--- src/rtl/lsu_access_sequencer_if.sv ---
// rtl/lsu_access_sequencer_if.sv - request, memory-beat and response bundle for the LSU access sequencer
interface lsu_access_sequencer_if #(
    parameter int N      = 64,
    parameter int ADDR_W = 64,
    parameter int CNT_W  = 16
);
    logic              req_valid;
    logic              req_ready;
    logic              req_we;
    logic [2:0]        req_funct3;
    logic [ADDR_W-1:0] req_addr;
    logic [N-1:0]      req_wdata;

    logic              mem_req_valid;
    logic              mem_req_ready;
    logic [ADDR_W-1:0] mem_addr;
    logic              mem_we;
    logic [N/8-1:0]    mem_wstrb;
    logic [N-1:0]      mem_wdata;
    logic              mem_rvalid;
    logic [N-1:0]      mem_rdata;

    logic              resp_valid;
    logic [N-1:0]      resp_data;
    logic              resp_err;
    logic [CNT_W-1:0]  split_count;

    modport slave (
        input  req_valid, req_we, req_funct3, req_addr, req_wdata,
        input  mem_req_ready, mem_rvalid, mem_rdata,
        output req_ready, mem_req_valid, mem_addr, mem_we, mem_wstrb, mem_wdata,
        output resp_valid, resp_data, resp_err, split_count
    );

    modport master (
        output req_valid, req_we, req_funct3, req_addr, req_wdata,
        output mem_req_ready, mem_rvalid, mem_rdata,
        input  req_ready, mem_req_valid, mem_addr, mem_we, mem_wstrb, mem_wdata,
        input  resp_valid, resp_data, resp_err, split_count
    );
endinterface

--- src/rtl/lsu_access_sequencer.sv ---
// rtl/lsu_access_sequencer.sv - sequences RV64 loads/stores onto an aligned 64-bit port, splitting boundary-crossing accesses
module lsu_access_sequencer #(
    parameter int N      = 64,
    parameter int ADDR_W = 64,
    parameter int CNT_W  = 16
) (
    input  logic                  clk,
    input  logic                  rst_n,
    lsu_access_sequencer_if.slave bus
);

    localparam logic [2:0] IDLE  = 3'd0;
    localparam logic [2:0] REQ0  = 3'd1;
    localparam logic [2:0] WAIT0 = 3'd2;
    localparam logic [2:0] REQ1  = 3'd3;
    localparam logic [2:0] WAIT1 = 3'd4;
    localparam logic [2:0] RESP  = 3'd5;
    localparam logic [2:0] ERR   = 3'd6;

    logic [2:0]         state;
    logic               r_we;
    logic [2:0]         r_funct3;
    logic [2:0]         r_off;
    logic               r_split;
    logic [ADDR_W-1:0]  r_base;
    logic [N/4-1:0]     r_strb;
    logic [2*N-1:0]     r_wdata;
    logic [N-1:0]       r_beat0;
    logic [N-1:0]       r_resp;
    logic [CNT_W-1:0]   r_split_count;

    logic [2:0]         req_off;
    logic [3:0]         req_size;
    logic [7:0]         req_mask;
    logic               req_split;
    logic               req_legal;
    logic               accept;
    logic [N/4-1:0]     req_strb;
    logic [2*N-1:0]     req_wdata_sh;

    always_comb begin
        req_off  = bus.req_addr[2:0];
        req_size = 4'd1 << bus.req_funct3[1:0];
        case (bus.req_funct3[1:0])
            2'd0:    req_mask = 8'h01;
            2'd1:    req_mask = 8'h03;
            2'd2:    req_mask = 8'h0f;
            default: req_mask = 8'hff;
        endcase
        req_split    = ({1'b0, req_off} + req_size) > 4'd8;
        req_legal    = bus.req_we ? !bus.req_funct3[2] : (bus.req_funct3 != 3'b111);
        accept       = bus.req_valid && (state == IDLE);
        req_strb     = {8'h00, req_mask} << req_off;
        req_wdata_sh = {{N{1'b0}}, bus.req_wdata} << {req_off, 3'b000};
    end

    function automatic logic [N-1:0] extend(input logic [2:0] f3, input logic [N-1:0] d);
        case (f3)
            3'b000:  extend = {{(N-8){d[7]}}, d[7:0]};
            3'b001:  extend = {{(N-16){d[15]}}, d[15:0]};
            3'b010:  extend = {{(N-32){d[31]}}, d[31:0]};
            3'b100:  extend = {{(N-8){1'b0}}, d[7:0]};
            3'b101:  extend = {{(N-16){1'b0}}, d[15:0]};
            3'b110:  extend = {{(N-32){1'b0}}, d[31:0]};
            default: extend = d;
        endcase
    endfunction

    // The final beat is always the live mem_rdata; beat 0 sits below it only for split accesses.
    logic [2*N-1:0] raw_pair;
    logic [2*N-1:0] merged;
    logic [N-1:0]   done_data;

    always_comb begin
        raw_pair  = (state == WAIT1) ? {bus.mem_rdata, r_beat0} : {{N{1'b0}}, bus.mem_rdata};
        merged    = raw_pair >> {r_off, 3'b000};
        done_data = r_we ? {N{1'b0}} : extend(r_funct3, merged[N-1:0]);
    end

    always_ff @(posedge clk or negedge rst_n) begin
        if (!rst_n) begin
            state         <= IDLE;
            r_we          <= 1'b0;
            r_funct3      <= 3'd0;
            r_off         <= 3'd0;
            r_split       <= 1'b0;
            r_base        <= {ADDR_W{1'b0}};
            r_strb        <= {(N/4){1'b0}};
            r_wdata       <= {(2*N){1'b0}};
            r_beat0       <= {N{1'b0}};
            r_resp        <= {N{1'b0}};
            r_split_count <= {CNT_W{1'b0}};
        end else begin
            case (state)
                IDLE: begin
                    if (accept) begin
                        r_we     <= bus.req_we;
                        r_funct3 <= bus.req_funct3;
                        r_off    <= req_off;
                        r_split  <= req_split;
                        r_base   <= {bus.req_addr[ADDR_W-1:3], 3'b000};
                        r_strb   <= req_strb;
                        r_wdata  <= req_wdata_sh;
                        r_resp   <= {N{1'b0}};
                        if (req_legal) begin
                            state <= REQ0;
                            if (req_split) r_split_count <= r_split_count + 1'b1;
                        end else begin
                            state <= ERR;
                        end
                    end
                end
                REQ0: if (bus.mem_req_ready) state <= WAIT0;
                WAIT0: begin
                    if (bus.mem_rvalid) begin
                        r_beat0 <= bus.mem_rdata;
                        if (r_split) begin
                            state <= REQ1;
                        end else begin
                            r_resp <= done_data;
                            state  <= RESP;
                        end
                    end
                end
                REQ1: if (bus.mem_req_ready) state <= WAIT1;
                WAIT1: begin
                    if (bus.mem_rvalid) begin
                        r_resp <= done_data;
                        state  <= RESP;
                    end
                end
                default: state <= IDLE;
            endcase
        end
    end

    logic beat_valid;
    logic beat1;
    logic beat_write;

    assign beat_valid = (state == REQ0) || (state == REQ1);
    assign beat1      = (state == REQ1);
    assign beat_write = beat_valid && r_we;

    // Beat fields read as zero outside a request so a stale store never shows strobes.
    assign bus.req_ready     = (state == IDLE);
    assign bus.mem_req_valid = beat_valid;
    assign bus.mem_addr      = !beat_valid ? {ADDR_W{1'b0}} :
                               beat1 ? (r_base + {{(ADDR_W-4){1'b0}}, 4'd8}) : r_base;
    assign bus.mem_we        = beat_write;
    assign bus.mem_wstrb     = !beat_write ? {(N/8){1'b0}} :
                               beat1 ? r_strb[N/4-1:N/8] : r_strb[N/8-1:0];
    assign bus.mem_wdata     = !beat_write ? {N{1'b0}} :
                               beat1 ? r_wdata[2*N-1:N] : r_wdata[N-1:0];
    assign bus.resp_valid    = (state == RESP) || (state == ERR);
    assign bus.resp_data     = (state == RESP) ? r_resp : {N{1'b0}};
    assign bus.resp_err      = (state == ERR);
    assign bus.split_count   = r_split_count;

endmodule
--- src/flat_wrapper.sv ---
// flat-port wrapper written by rule: the top's interface ports become plain ports
module lsu_access_sequencer_flat 
#(
    parameter int N      = 64,
    parameter int ADDR_W = 64,
    parameter int CNT_W  = 16
)
  (clk, rst_n, bus_req_valid, bus_req_we, bus_req_funct3, bus_req_addr, bus_req_wdata, bus_mem_req_ready, bus_mem_rvalid, bus_mem_rdata, bus_req_ready, bus_mem_req_valid, bus_mem_addr, bus_mem_we, bus_mem_wstrb, bus_mem_wdata, bus_resp_valid, bus_resp_data, bus_resp_err, bus_split_count);
  lsu_access_sequencer_if #(.N(N), .ADDR_W(ADDR_W), .CNT_W(CNT_W)) bus_i ();
  input  logic clk;
  input  logic rst_n;
  input wire logic [$bits(bus_i.req_valid)-1:0] bus_req_valid;
  input wire logic [$bits(bus_i.req_we)-1:0] bus_req_we;
  input wire logic [$bits(bus_i.req_funct3)-1:0] bus_req_funct3;
  input wire logic [$bits(bus_i.req_addr)-1:0] bus_req_addr;
  input wire logic [$bits(bus_i.req_wdata)-1:0] bus_req_wdata;
  input wire logic [$bits(bus_i.mem_req_ready)-1:0] bus_mem_req_ready;
  input wire logic [$bits(bus_i.mem_rvalid)-1:0] bus_mem_rvalid;
  input wire logic [$bits(bus_i.mem_rdata)-1:0] bus_mem_rdata;
  output wire logic [$bits(bus_i.req_ready)-1:0] bus_req_ready;
  output wire logic [$bits(bus_i.mem_req_valid)-1:0] bus_mem_req_valid;
  output wire logic [$bits(bus_i.mem_addr)-1:0] bus_mem_addr;
  output wire logic [$bits(bus_i.mem_we)-1:0] bus_mem_we;
  output wire logic [$bits(bus_i.mem_wstrb)-1:0] bus_mem_wstrb;
  output wire logic [$bits(bus_i.mem_wdata)-1:0] bus_mem_wdata;
  output wire logic [$bits(bus_i.resp_valid)-1:0] bus_resp_valid;
  output wire logic [$bits(bus_i.resp_data)-1:0] bus_resp_data;
  output wire logic [$bits(bus_i.resp_err)-1:0] bus_resp_err;
  output wire logic [$bits(bus_i.split_count)-1:0] bus_split_count;
  assign bus_i.req_valid = bus_req_valid;
  assign bus_i.req_we = bus_req_we;
  assign bus_i.req_funct3 = bus_req_funct3;
  assign bus_i.req_addr = bus_req_addr;
  assign bus_i.req_wdata = bus_req_wdata;
  assign bus_i.mem_req_ready = bus_mem_req_ready;
  assign bus_i.mem_rvalid = bus_mem_rvalid;
  assign bus_i.mem_rdata = bus_mem_rdata;
  assign bus_req_ready = bus_i.req_ready;
  assign bus_mem_req_valid = bus_i.mem_req_valid;
  assign bus_mem_addr = bus_i.mem_addr;
  assign bus_mem_we = bus_i.mem_we;
  assign bus_mem_wstrb = bus_i.mem_wstrb;
  assign bus_mem_wdata = bus_i.mem_wdata;
  assign bus_resp_valid = bus_i.resp_valid;
  assign bus_resp_data = bus_i.resp_data;
  assign bus_resp_err = bus_i.resp_err;
  assign bus_split_count = bus_i.split_count;
  lsu_access_sequencer #(.N(N), .ADDR_W(ADDR_W), .CNT_W(CNT_W)) u_core (.clk(clk), .rst_n(rst_n), .bus(bus_i));
endmodule
--- config.mk ---
export PLATFORM = sky130hd
export DESIGN_NAME = lsu_access_sequencer_flat
export DESIGN_NICKNAME = d
export VERILOG_FILES = /design/src/rtl/lsu_access_sequencer_if.sv /design/src/rtl/lsu_access_sequencer.sv /design/src/flat_wrapper.sv
export SDC_FILE = /design/constraint.sdc
export NUM_CORES = 1
export LEC_CHECK = 0
export ABC_AREA = 1
export CAP_MARGIN = 20
export CELL_PAD_IN_SITES_DETAIL_PLACEMENT = 1
export CELL_PAD_IN_SITES_GLOBAL_PLACEMENT = 1
export CORE_ASPECT_RATIO = 0.5
export CORE_MARGIN = 1
export CORE_UTILIZATION = 39
export CTS_BUF_LIST = sky130_fd_sc_hd__clkbuf_4
export DETAILED_ROUTE_END_ITERATION = 12
export PLACE_DENSITY_LB_ADDON = 0.1
export SYNTH_ARGS = -nofsm -noshare
export SYNTH_HDL_FRONTEND = slang
export SYNTH_SLANG_ARGS = --single-unit
--- constraint.sdc ---
create_clock -name clk -period 3.05 [get_ports clk]
set_input_delay 0.915 -clock clk [delete_from_list [all_inputs] [get_ports clk]]
set_output_delay 0.915 -clock clk [all_outputs]
set_load 0.05 [all_outputs]
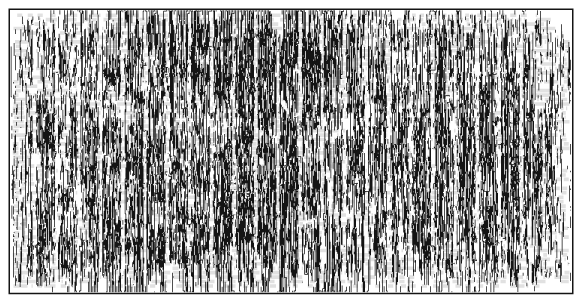
Figure 1: run 1, met2 routing.
Cells faint in the background.
main direction: vertical
nets with wire on the layer: 3784

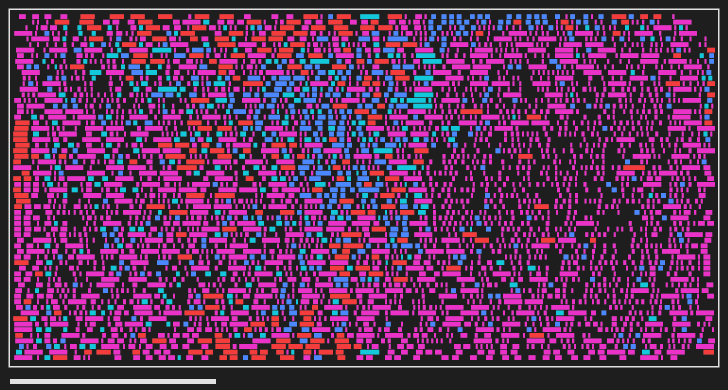
Figure 2: run 1, cell sizes after repair.
Bar = 100 um.
legend:
  _2 cells:
    colour: cyan
    cells: 272
  _0 and _1 cells:
    colour: magenta
    cells: 3045
  _3 and _4 cells:
    colour: blue
    cells: 467
  _6 and larger:
    colour: red
    cells: 237

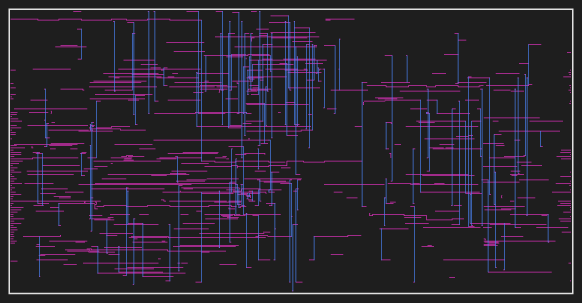
Figure 3: run 1, signal wires by layer.
Two of the layers only.
legend:
  metal 4:
    colour: blue
    wire_length: 4890 um
  metal 3:
    colour: magenta
    wire_length: 6870 um
detailed-route wire length per cell: 23.6 um
GRT Resource Usage Total: 0.353
Detailed Route WL: 113000 um
vias after detailed routing: 27.3k

==> results.env, run 1 <==
CRITPATHLAUNCHTYPE='flip-flop'
YS.WARNINGS.COUNT=0
GLOBALROUTEMET2UTIL=0.587
STATUS='complete, but fails checks'
CLOCK_SKEW_NS=0.0964
GRT-BUSIEST-LAYER='met2'
CLOCK-ROOT-BUFFER='clkbuf_4'
SETUP_VIOLATIONS=212
CLK_PIN_SLEW_NS=0.08
POST_ROUTE_CELLS_DRIVE_ABOVE_1_SHARE=0.243
FAILED_CHECKS='setup timing'
N_TAP_CELL=768
SEQ_AREA_FRAC_SYNTH=0.384
GPL.FINAL_WEIGHTED_CONGESTION=0.951
GLOBALROUTEOVERFLOWTOTAL=0
SYNTH-ASYNC-RESET-RATIO=1.00
CORE_AREA_UM2=57600
WORSTPATHCELLLIST='nor2_4 > buf_4 > buf_6 > buf_6 > buf_12 > inv_8 > nor2_4 > buf_12 > buf_12 > buf_16 > o21ai_1 > a21oi_2 > buf_6'
FIN_WS_NS=-0.968
DESIGN.DIE.AREA_UM2=59600
YS_CHIP_AREA_UM2=22900
YOSYS_REGISTER_BITS=351
COMB-CELL-SHARE=0.399
POSTCTSSETUPBUFFERS=53
CLOCKNETWORKAREASHARE=0.0335
WORST-SETUP-PATH-TYPE='reg2out'
LOGIC_DEPTH_OF_THE_WORST_PATH_BUFFERS_INCLUDED=13
LAYOUT.CELLS.LARGEST_CLASS='multi-input combinational cells'
-- run 1: flip-flops by register name (all words and copies together), names as in the netlist --
name	flops
u_core.bus.split_count	16
u_core.r_base	61
u_core.r_beat0	64
u_core.r_funct3	3
u_core.r_off	3
u_core.r_resp	64
u_core.r_split	1
u_core.r_strb	15
u_core.r_wdata	120
u_core.r_we	1
u_core.state	3
-- run 1: cells by family (layout without fill, tap and decap cells) --
| kind of cell | Yosys count | in the layout | synth area share |
|---|---|---|---|
| simple gates | 1741 | 1741 | 0.320 |
| compound gates | 666 | 666 | 0.162 |
| buf+inv | 536 | 1164 | 0.0925 |
| flops | 351 | 351 | 0.384 |
| mux | 48 | 48 | 0.0216 |
| xor+xnor | 42 | 42 | 0.0161 |
| fa+ha+maj | 6 | 6 | 0.00361 |
| other cells | 1 | 6 | 0.000164 |
-- run 1: Yosys cell counts, drive strengths merged (25+ instances only) --
cell type	n	area share
a21oi	169	0.037
buf	94	0.020
clkbuf	131	0.022
dfrtp	351	0.38
inv	310	0.051
mux2i	38	0.017
nand2	1095	0.18
nand3	337	0.074
nand4	25	0.0071
nor2	211	0.039
nor3	33	0.0077
o211ai	33	0.011
o21ai	346	0.076
o221ai	31	0.012
o22ai	52	0.014
-- run 1: through the flow --
step	total power, W	util	hold WS (ns)
2_1_floorplan	0.0180	-	0.442
3_3_place_gp	0.0245	0.518	0.454
3_5_place_dp	0.0250	0.518	0.460
4_1_cts	0.0307	0.564	0.433
5_1_grt	0.0338	0.580	0.477
6_report	0.0321	0.580	0.473
-- run 1: report_power, final --
part           total [W]  internal, W  switching, W
Sequential       0.00821      0.00669       0.00152
Combinational     0.0195      0.00689        0.0126
Clock            0.00439      0.00204       0.00234
Figure 4. The metal 4 layer (run 1).
Bar = 100 um. Cells faint in the background.
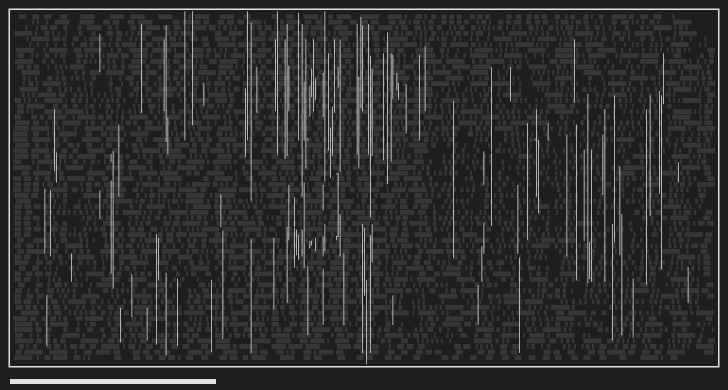

==> run 2, diff against run 1 <==
CORE_UTILIZATION = 42   (was 39)
clock period = 5.2 ns   (was 3.05 ns; I/O delays follow)
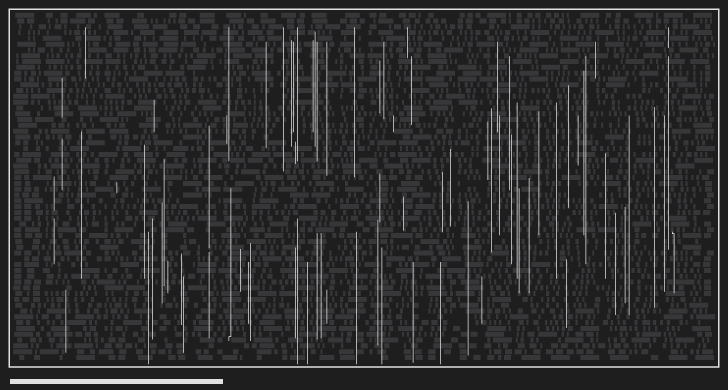
Figure 5: run 2, the metal 4 layer.
Bar = 100 um. Cells faint in the background.
nets with wire on the layer: 71
longest straight run: 97.2 um
main direction: vertical
share of all routed wire: 3.9%
Detailed Route WL: 99100 um
vias after detailed routing: 25.5k

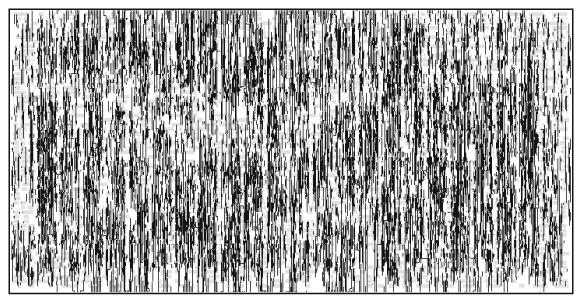
Figure 6: run 2, met2 routing.
Cells faint in the background.
share of all routed wire: 47%
wire length on this layer: 46.8 mm
longest straight run: 102 um
nets with wire on the layer: 3493

==> results.env, run 2 <==
SYNTH.CELLMIX.SIMPLESHARE=0.320
FIN_WS_NS=0.287
INTERNAL_PORTION_OF_TOTAL_POWER_W=0.00788
COMB_POWER_W=0.00920
CLOCK_SKEW_NS=0.0487
GRT_USAGE=0.354
REG_TOP3='u_core.r_wdata: 120 flops, u_core.r_beat0: 64 flops, u_core.r_resp: 64 flops'
CLK_PIN_SLEW_NS=0.07
FA_HA_AREA_FRAC=0.00361
SYNTH.MUX.AREA_FRACTION=0.0216
NUMBER_OF_FLIP_FLOPS_UNDER_THE_LARGEST_REGISTER_NAME=120
SYNTHDOMINANTAREACELLTYPE='dfrtp_1'
POST_ROUTE_CELLS_DRIVE_ABOVE_1_SHARE=0.121
YS_CHIP_AREA_UM2=22900
GLOBALROUTEOVERFLOWTOTAL=0
SYNTHTOPCELLSBYCOUNT='nand2_1, dfrtp_1, nand3_1'
POST_SYNTH_MAIN_AREA_CONTRIBUTORS='dfrtp_1, nand2_1, nand3_1'
POST-SYNTH-TOP-AREA-FRACTION=0.384
SYNTHTOPLOGICFAMILY='simple AND/OR/NAND/NOR gates'
WORST-SETUP-PATH-TYPE='reg2out'
NETSWITCHINGPOWER_W=0.00850
SEQUENTIALPOWERSHARE=0.293
TOP_REGISTER='u_core.r_wdata'
REPORT.POWER.TOTAL_W=0.0164
YOSYS_REGISTER_BITS=351
POWER_SWITCHING_SHARE=0.519
FINAL.HOLD.WORST_SLACK_NS=0.477
LOGIC_DEPTH_OF_THE_WORST_PATH_BUFFERS_INCLUDED=8
DESIGN.DIE.AREA_UM2=55400
SYNTH.CELLMIX.XORXNORSHARE=0.0161
STATUS='complete, no violations'
POWER.GROUP.TOP='combinational cells'
SETUP_VIOLATIONS=0
CELL_WITH_THE_MOST_INSTANCES_AFTER_SYNTHESIS='nand2_1'
ROUTEDWLPERCELL_UM=22.0
CLOCK-ROOT-BUFFER='clkbuf_4'
POSTCTSSETUPBUFFERS=0
CRITPATHLAUNCHTYPE='flip-flop'
PWR-SHARE-CLK=0.146
CLOCK_NET_POWER_W=0.00238
SYNTH-ASYNC-RESET-RATIO=1.00
run 2: cell counts after synthesis:
Identical to the previous run, type by type.
run 2: what timing repair did:
| action | 4_1_cts | 5_1_grt |
|---|---|---|
| cloned | 0 | 0 |
| setup endpoints to repair | 7 | 15 |
| resized | 1 | 4 |
run 2: logic make-up (layout without fill, tap and decap cells):
kind of cell	count (synthesis)	after routing
xor gates and xnor gates	42	42
and+or+nand+nor	1741	1741
muxes	48	48
buffers and inverters	536	933
adders and majority gates	6	6
DFF	351	351
AOI/OAI and AO/OA	666	666
other	1	9
run 2: final timing paths:
path,end,slack [ns]
min reg2reg,u_core.r_resp[61]$_DFFE_PN0P_,0.48
min,u_core.r_resp[61]$_DFFE_PN0P_,0.48
min in group asynchronous,u_core.r_beat0[40]$_DFFE_PN0P_,0.75
max reg2reg,u_core.r_resp[16]$_DFFE_PN0P_,1.58
max,bus_mem_wdata[56],0.29
max in group asynchronous,u_core.r_base[32]$_DFFE_PN0P_,3.41
run 2: worst register-to-register path: cells and delay by family (launching register included):
| kind | cells | cell delay (ns) |
|---|---|---|
| compound gates | 1 | 0.74 |
| buf+inv | 1 | 0.38 |
| flops | 1 | 0.40 |
| simple gates | 9 | 2.07 |
run 2: per-layer routing:
metal / global-route usage / up-vias / share of wire
li1: - / 11815 / -
met1: 0.473 / 12744 / 0.44
met2: 0.575 / 794 / 0.47
met3: 0.0534 / 181 / 0.053
met4: 0.149 / 0 / 0.039
met5: 0 / - / 0
run 2: area by class of cell:
class                      instances  area, um2  share of cell area
antenna                            6       15.0            0.000513
clock buffer                     121        908              0.0311
clock inverter                    32        144             0.00492
inverter                         311       1170              0.0400
multi-input combinational       2506      12000               0.410
sequential                       351       8790               0.301
tap                              713        892              0.0305
timing repair buffer             469       5330               0.182
Figure 7. Cell sizes after repair (run 2).
Bar = 100 um.
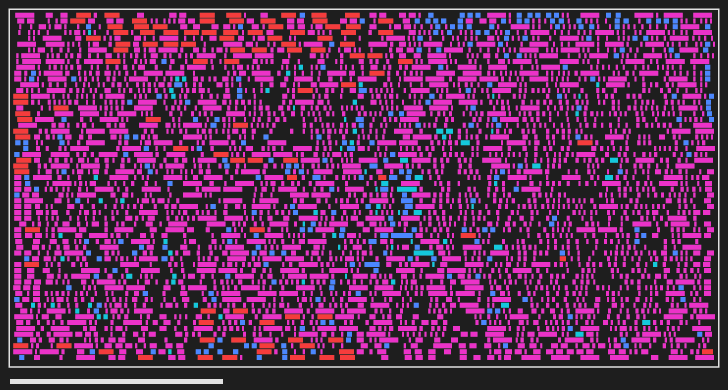

==> run 3, diff against run 2 <==
CORE_MARGIN = 4   (was 1)
PLACE_DENSITY = 0.95   (was default)
PLACE_DENSITY_LB_ADDON = default   (was 0.1)
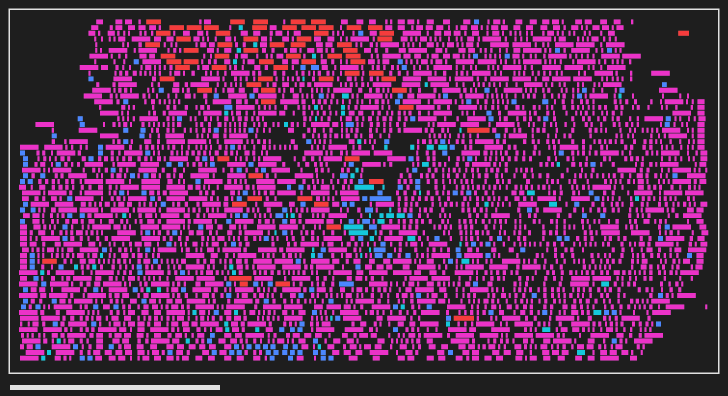
Figure 8: run 3, cell sizes after repair.
Bar = 100 um.
legend:
  _0 and _1 cells:
    colour: magenta
    cells: 3394
  _2 cells:
    colour: cyan
    cells: 78
  _3 and _4 cells:
    colour: blue
    cells: 247
  _6 and larger:
    colour: red
    cells: 71
worst setup margin: 0.109 ns
growth of design area from synthesis to finish: 27.3%

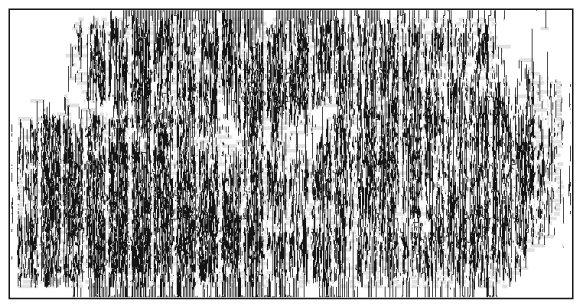
Figure 9: run 3, met2 routing.
Cells faint in the background.
main direction: vertical
longest straight run: 79.6 um
nets with wire on the layer: 3569
Detailed Route WL: 106000 um
vias after detailed routing: 26.6k
GR Util met2: 0.597

==> results.env, run 3 <==
YOSYS_REGISTER_BITS=351
FINAL_LAYOUT_TOP_LOGIC_CELL='nand2_1'
GLOBALROUTEOVERFLOWTOTAL=0
COMBGATEAREA_UM2=12000
LAYOUT.SEQUENTIAL_CELLS=351
CLOCK_SKEW_NS=0.0703
HOLDCRITPATHCLASS='reg2reg'
POST_CTS_RESIZED=4
N_MULTI_INPUT_COMBINATIONAL_CELL=2506
FLOORPLAN.INITIALDENSITY=0.425
TOP_REGISTER='u_core.r_wdata'
REG_TOP3='u_core.r_wdata: 120 flops, u_core.r_beat0: 64 flops, u_core.r_resp: 64 flops'
SETUP_VIOLATIONS=0
CELL_WITH_THE_MOST_INSTANCES_AFTER_SYNTHESIS='nand2_1'
GRT_USAGE=0.354
CRITICAL-PATH-MAX-STAGE-DELAY_NS=0.83
SYNTH-ASYNC-RESET-RATIO=1.00
DETAILROUTE.WIRELENGTH.MET3_UM=7010
CRITPATHLAUNCHTYPE='flip-flop'
GRT_UTIL_MET1=0.426
POST_ROUTE_CELLS_DRIVE_ABOVE_1_SHARE=0.104
CLK_PIN_SLEW_NS=0.07
COMB-CELL-SHARE=0.413
YS.WARNINGS.COUNT=0
N_TAP_CELL=713
NCLKBUFFERS=123
BUFFER_PORTS.INSERTED=418
REPORT.POWER.TOTAL_W=0.0167
CLOCKNETWORKAREASHARE=0.0381
SYNTHDOMINANTAREACELLTYPE='dfrtp_1'
CLOCK-ROOT-BUFFER='clkbuf_4'
ANTENNA_CELLS=6
SEQ_AREA_FRAC_SYNTH=0.384
WORST-SETUP-PATH-TYPE='reg2out'
NUMBER_OF_FLIP_FLOPS_UNDER_THE_LARGEST_REGISTER_NAME=120
USE_MET3=0.0670
NUM-NONCLK-BUFFERS=470
SYNTHTOPCELLSBYCOUNT='nand2_1, dfrtp_1, nand3_1'
YOSYSUNIQUECELLTYPES=51
LAYOUT.NONCLK_BUF_FRAC=0.175
LAYOUT.CELLS.LARGEST_CLASS='multi-input combinational cells'
REGISTER_AREA_UM2=8790
ROUTEDWLPERCELL_UM=23.5
STATUS='complete, no violations'
POST-ROUTE-UTIL=0.541
DESIGN.DIE.AREA_UM2=58500
ROUTE.TOP_LAYER_USED='met5'
GRT_ANTENNA_BEFORE_REPAIR=7
DRT-MET1-WL_UM=41100
GRT-BUSIEST-LAYER='met2'
-- run 3: cell counts after synthesis --
No cell type changed its count.
-- run 3: logic make-up after synthesis --
| kind of cell | Yosys count | share of synthesized area |
|---|---|---|
| multiplexers | 48 | 0.0216 |
| AND/OR/NAND/NOR | 1741 | 0.320 |
| buffers and inverters | 536 | 0.0925 |
| flip-flops | 351 | 0.384 |
| other | 1 | 0.000164 |
| XOR/XNOR | 42 | 0.0161 |
| AND-OR/OR-AND | 666 | 0.162 |
| adder cells (fa/ha/maj) | 6 | 0.00361 |
-- run 3: report_power, final --
part	leakage [nW]	total, W	internal, W	switching, W
Combinational	8.28	0.00923	0.00282	0.00642
Sequential	4.54	0.00491	0.00392	0.000989
Clock	0.652	0.00253	0.00119	0.00134
-- run 3: worst paths after layout --
path	end	slack (ns)	start	cells past startpoint
max in group asynchronous	u_core.state[0]$_DFFE_PN0P_	3.42	rst_n	2
hold reg to reg	u_core.r_beat0[10]$_DFFE_PN0P_	0.48	u_core.r_beat0[10]$_DFFE_PN0P_	2
min in group asynchronous	u_core.r_beat0[41]$_DFFE_PN0P_	0.72	rst_n	1
hold / removal	u_core.r_beat0[10]$_DFFE_PN0P_	0.48	u_core.r_beat0[10]$_DFFE_PN0P_	2
setup / recovery	bus_mem_wdata[12]	0.11	u_core.state[2]$_DFFE_PN0P_	8
setup reg to reg	u_core.r_resp[38]$_DFFE_PN0P_	1.69	u_core.state[1]$_DFFE_PN0P_	12
-- run 3: stage by stage --
stage | area [um2] | setup TNS [ns]
2_1_floorplan | 22900 | 0
3_3_place_gp | 27900 | 0
3_5_place_dp | 27900 | 0
4_1_cts | 29000 | 0
5_1_grt | 29100 | -0.0411
6_report | 29100 | 0

## Gallery

Clock routing.
picture 1
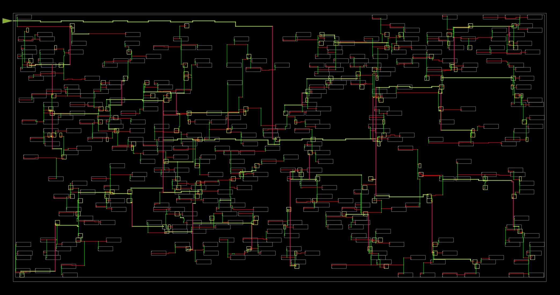
picture 2
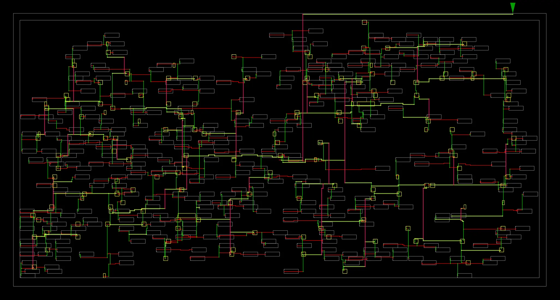
| picture | from |
|---|---|
| picture 1 | run 2 |
| picture 2 | run 3 |

Power and IR drop assume default switching activity.
